### config.mk
export PLATFORM = sky130hd
export DESIGN_NAME = conv_mac_engine
export DESIGN_NICKNAME = d
export VERILOG_FILES = /design/src/rtl/conv_mac_engine.sv
export SDC_FILE = /design/constraint.sdc
export NUM_CORES = 2
export LEC_CHECK = 0
export ABC_AREA = 1
export CAP_MARGIN = 40
export CORE_AREA = 4 4 270 272
export DETAILED_ROUTE_END_ITERATION = 8
export DIE_AREA = 0 0 274 276
export DONT_BUFFER_PORTS = 1
export PLACE_DENSITY = 0.76
export SLEW_MARGIN = 25
export SYNTH_ARGS = -nofsm -noshare
export SYNTH_HDL_FRONTEND = slang
export SYNTH_SLANG_ARGS = --single-unit
### constraint.sdc
create_clock -name clk -period 33.4 [get_ports clk]
set_input_delay 3.34 -clock clk [delete_from_list [all_inputs] [get_ports clk]]
set_output_delay 3.34 -clock clk [all_outputs]
set_load 0.01 [all_outputs]
### src/rtl/conv_mac_engine.sv
// Convolution MAC: one TAPS-pixel window through a runtime-programmed kernel,
// bias preload, round-half-up, ReLU and saturation to DATA_BITS fixed point.

module conv_mac_kbank #(
  parameter int DATA_BITS = 20,
  parameter int TAPS      = 9,
  parameter int TIDX_BITS = 4
) (
  input  logic                            clk,
  input  logic                            reset,
  input  logic                            we_i,
  input  logic [TIDX_BITS-1:0]            tidx_i,
  input  logic [DATA_BITS-1:0]            data_i,
  output logic [TAPS:0][DATA_BITS-1:0]    regs_o
);
  // Entries 0..TAPS-1 are weights, entry TAPS is the bias.
  logic [TAPS:0][DATA_BITS-1:0] regs_q;

  always_ff @(posedge clk or posedge reset) begin
    if (reset)     regs_q <= '0;
    else if (we_i) regs_q[tidx_i] <= data_i;
  end

  assign regs_o = regs_q;
endmodule

module conv_mac_engine #(
  parameter int DATA_BITS  = 20,
  parameter int FRAC_BITS  = 16,
  parameter int TAPS       = 9,
  parameter int KERNEL_NUM = 2,
  parameter int KIDX_BITS  = 1,
  parameter int TIDX_BITS  = 4
) (
  input  logic                 clk,
  input  logic                 reset,
  input  logic                 cfg_we,
  input  logic [KIDX_BITS-1:0] cfg_kidx,
  input  logic [TIDX_BITS-1:0] cfg_tidx,
  input  logic [DATA_BITS-1:0] cfg_data,
  input  logic                 start,
  input  logic [KIDX_BITS-1:0] ker_sel,
  input  logic                 in_valid,
  output logic                 in_ready,
  input  logic [DATA_BITS-1:0] in_pixel,
  output logic                 out_valid,
  input  logic                 out_ready,
  output logic [DATA_BITS-1:0] out_pixel,
  output logic [KIDX_BITS-1:0] out_kernel,
  output logic                 busy
);
  localparam int PW    = 2*DATA_BITS;
  localparam int ACC_W = 2*DATA_BITS + $clog2(TAPS+1);

  localparam logic [KIDX_BITS:0]   KNUM     = (KIDX_BITS+1)'(KERNEL_NUM);
  localparam logic [TIDX_BITS-1:0] BIAS_IDX = TIDX_BITS'(TAPS);
  localparam logic [TIDX_BITS-1:0] LAST_IDX = TIDX_BITS'(TAPS-1);
  localparam logic signed [ACC_W-1:0] RND_HALF = ACC_W'(1) << (FRAC_BITS-1);
  localparam logic signed [ACC_W-1:0] OUT_MAX  = ACC_W'((64'sd1 <<< (DATA_BITS-1)) - 64'sd1);

  typedef enum logic [2:0] {S_IDLE, S_ACCUM, S_DRAIN, S_ROUND, S_OUT} state_e;

  state_e                      state_q, state_d;
  logic [TIDX_BITS-1:0]        tap_q, tap_d;
  logic [KIDX_BITS-1:0]        kern_q, kern_d;
  logic signed [ACC_W-1:0]     acc_q, acc_d;
  logic signed [PW-1:0]        prod_q, prod_d;
  logic                        pvld_q, pvld_d;
  logic [DATA_BITS-1:0]        opix_q, opix_d;
  logic                        ovld_q, ovld_d;
  logic [KIDX_BITS-1:0]        okern_q, okern_d;

  // Weight/bias file: one bank per kernel
  logic [TAPS:0][DATA_BITS-1:0] wbank [KERNEL_NUM];
  logic [KERNEL_NUM-1:0]        bank_we;
  logic                         cfg_ok;

  assign cfg_ok = cfg_we && (state_q == S_IDLE) && ({1'b0, cfg_kidx} < KNUM) &&
                  (cfg_tidx <= BIAS_IDX);

  for (genvar g = 0; g < KERNEL_NUM; g++) begin : g_bank
    assign bank_we[g] = cfg_ok && (cfg_kidx == KIDX_BITS'(g));
    conv_mac_kbank #(
      .DATA_BITS (DATA_BITS),
      .TAPS      (TAPS),
      .TIDX_BITS (TIDX_BITS)
    ) u_kbank (
      .clk    (clk),
      .reset  (reset),
      .we_i   (bank_we[g]),
      .tidx_i (cfg_tidx),
      .data_i (cfg_data),
      .regs_o (wbank[g])
    );
  end

  logic                        start_ok;
  logic signed [DATA_BITS-1:0] pix_s, w_sel, bias_sel;
  logic signed [ACC_W-1:0]     acc_rnd, rnd_q;

  assign start_ok = start && (state_q == S_IDLE) && ({1'b0, ker_sel} < KNUM);
  assign pix_s    = in_pixel;
  assign w_sel    = wbank[kern_q][tap_q];
  assign bias_sel = wbank[ker_sel][BIAS_IDX];
  assign acc_rnd  = acc_q + RND_HALF;
  assign rnd_q    = acc_rnd >>> FRAC_BITS;

  always_comb begin
    state_d = state_q;
    tap_d   = tap_q;
    kern_d  = kern_q;
    acc_d   = acc_q;
    prod_d  = prod_q;
    pvld_d  = 1'b0;
    opix_d  = opix_q;
    ovld_d  = ovld_q;
    okern_d = okern_q;
    // Product registered on an accept lands in the accumulator one edge later
    if (pvld_q) acc_d = acc_q + ACC_W'(prod_q);
    case (state_q)
      S_IDLE: begin
        if (start_ok) begin
          kern_d  = ker_sel;
          tap_d   = '0;
          acc_d   = ACC_W'(bias_sel) <<< FRAC_BITS;
          state_d = S_ACCUM;
        end
      end
      S_ACCUM: begin
        if (in_valid) begin
          prod_d = PW'(pix_s) * PW'(w_sel);
          pvld_d = 1'b1;
          tap_d  = tap_q + 1'b1;
          if (tap_q == LAST_IDX) state_d = S_DRAIN;
        end
      end
      S_DRAIN: state_d = S_ROUND;
      S_ROUND: begin
        ovld_d  = 1'b1;
        okern_d = kern_q;
        if (rnd_q[ACC_W-1])      opix_d = '0;
        else if (rnd_q > OUT_MAX) opix_d = OUT_MAX[DATA_BITS-1:0];
        else                      opix_d = rnd_q[DATA_BITS-1:0];
        state_d = S_OUT;
      end
      S_OUT: begin
        if (out_ready) begin
          ovld_d  = 1'b0;
          state_d = S_IDLE;
        end
      end
      default: state_d = S_IDLE;
    endcase
  end

  always_ff @(posedge clk or posedge reset) begin
    if (reset) begin
      state_q <= S_IDLE;
      tap_q   <= '0;
      kern_q  <= '0;
      acc_q   <= '0;
      prod_q  <= '0;
      pvld_q  <= 1'b0;
      opix_q  <= '0;
      ovld_q  <= 1'b0;
      okern_q <= '0;
    end else begin
      state_q <= state_d;
      tap_q   <= tap_d;
      kern_q  <= kern_d;
      acc_q   <= acc_d;
      prod_q  <= prod_d;
      pvld_q  <= pvld_d;
      opix_q  <= opix_d;
      ovld_q  <= ovld_d;
      okern_q <= okern_d;
    end
  end

  assign in_ready   = (state_q == S_ACCUM);
  assign busy       = (state_q != S_IDLE);
  assign out_valid  = ovld_q;
  assign out_pixel  = opix_q;
  assign out_kernel = okern_q;
endmodule
Routed metal per tile:
Drawn at 1.5 px/µm. 27 x 28 tiles, from white (low) to dark blue (high), scaled to the fullest tile. Values are wire area over tile area, all layers added.
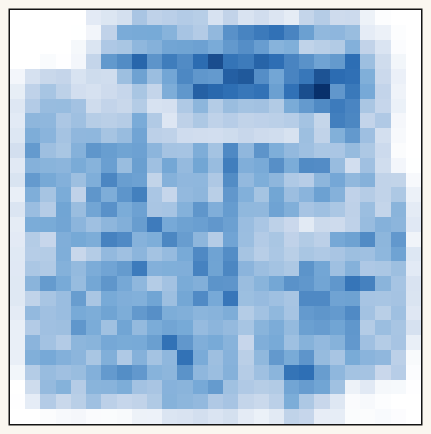
- fullest tile: 0.74
- emptiest ninth of the die: north-west
- nearly empty tiles: 6.0%

Logic cells by family:
Drawn at 2 px/µm.
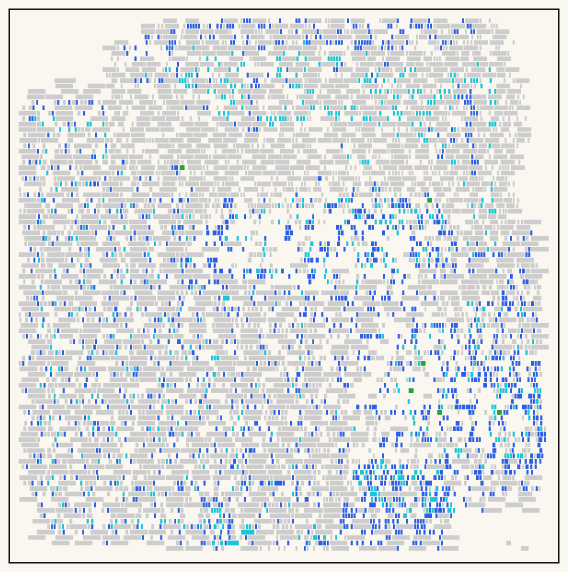
- nor cells: cyan (cells 621; most used nor2_1; where spread over the die)
- non-inverting ao/oa cells: green (cells 6; most used a21o_1)
- nand cells: blue (cells 1,502; most used nand2_1; where spread over the die)

Congestion heat map:
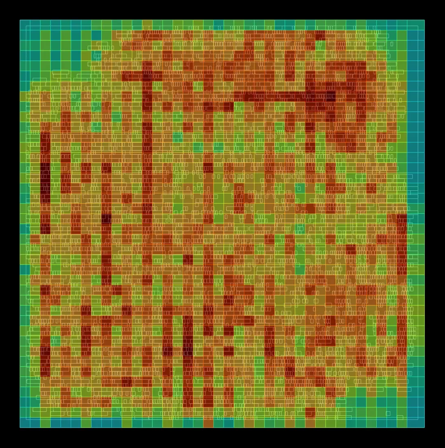
met3 usage: 5.79%
wire per inst: 20.0 µm
met2 usage: 53.6%

M4 wires:
Drawn at 1.5 px/µm. Supply wires on this layer in grey.
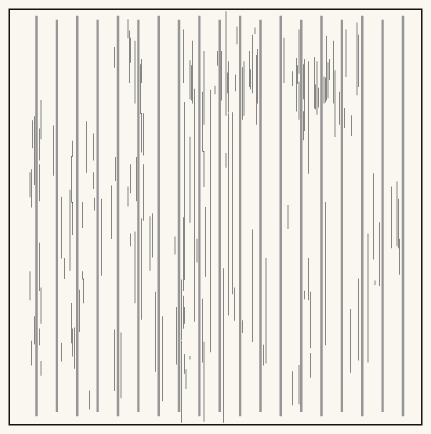
- main direction: vertical
- share of all routed wire: 4.1%
- nets with wire on the layer: 104
- wire length on this layer: 5,120 µm
- longest straight run: 175 µm

Layout detail:
Window x 122 to 152, y 68 to 98 µm. Cells in grey, sequential cells in the stronger grey; small squares are vias.
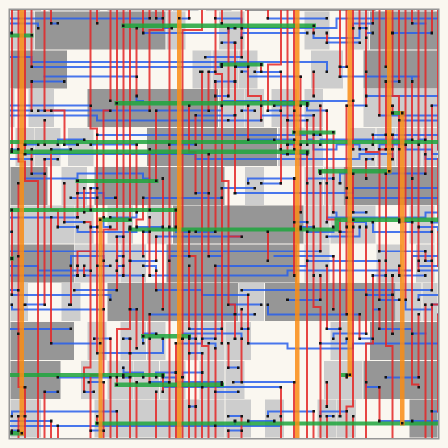
- M3: green
- M2: red
- M4: orange
- M1: blue
- cells with their middle in the window: 80
- netlist names of flops here include: `g_bank.u_kbank.regs_o` (13)
- sequential cells in the window: 13
- most frequent: o21ai_0 (21), nand2_1 (18), dfrtp_1 (13)

state kept, by name (all words and copies together), names as in the netlist:
register               cells
acc_q                     44
out_pixel                 20
g_bank.u_kbank.regs_o    400
state_q                    3
prod_q                    40
kern_q                     1
out_valid                  1
pvld_q                     1
tap_q                      4
out_kernel                 1
layout by cell type (no fill, tap or decap), types with 18 or more instances in the layout:
cell type and count:
a21oi_1 156, buf_4 42, clkbuf_16 53, dfrtp_1 511, fa_1 421, ha_1 153, inv_1 836, nand2_1 1298
nand3_1 145, nand4_1 31, nor2_1 577, nor3_1 30, o211ai_1 42, o21ai_0 720, o21ai_1 39, o21bai_1 18
o221ai_1 56, o22ai_1 26, xor2_1 32
==> impl_metrics.tcl <==
# metrics dict for downstream scripts
set metrics [dict create \
    rsz0062_at_grt "no" \
    sh_seq_area_pct 28.7 \
    drt-total-wl_um 126000 \
    area_dominant_class "combinational gates" \
    finalMaxSlewViolations 0 \
    fin_tns_setup_ps 0 \
    logic_area_um2 25200 \
    postLayoutCoreUtil_pct 63.5 \
    dr_wl_met2_um 57800 \
    buf_share_pct 1.48 \
    tap_cells 950 \
    synthCells 5496 \
    num-nonclk-inverters 858 \
    r2r_start "kern_q$_DFFE_PP0P_" \
    simple_gate_share_pct 20.0 \
    numClockSinks 515 \
    setup_viol 0 \
    overflow 0 \
    via_count 36800 \
    ys_cells 5496 \
    crit_path_end "prod_q[37]$_DFFE_PP0P_" \
    worstMarginPinSlew_ps 820 \
    cts.reportedPaths.clkPinSlew_ps 60 \
    cts_max_level 2 \
    grt_pass1_vias 36400 \
    synthXorXnorAreaFrac_pct 1.05 \
    status "finished clean" \
    cts_tree "yes" \
    crit_start "kern_q$_DFFE_PP0P_" \
    syn_area_um2 42500 \
    slew_headroom_pct 45.3 \
    cpPeakStageDelay_ps 660 \
]
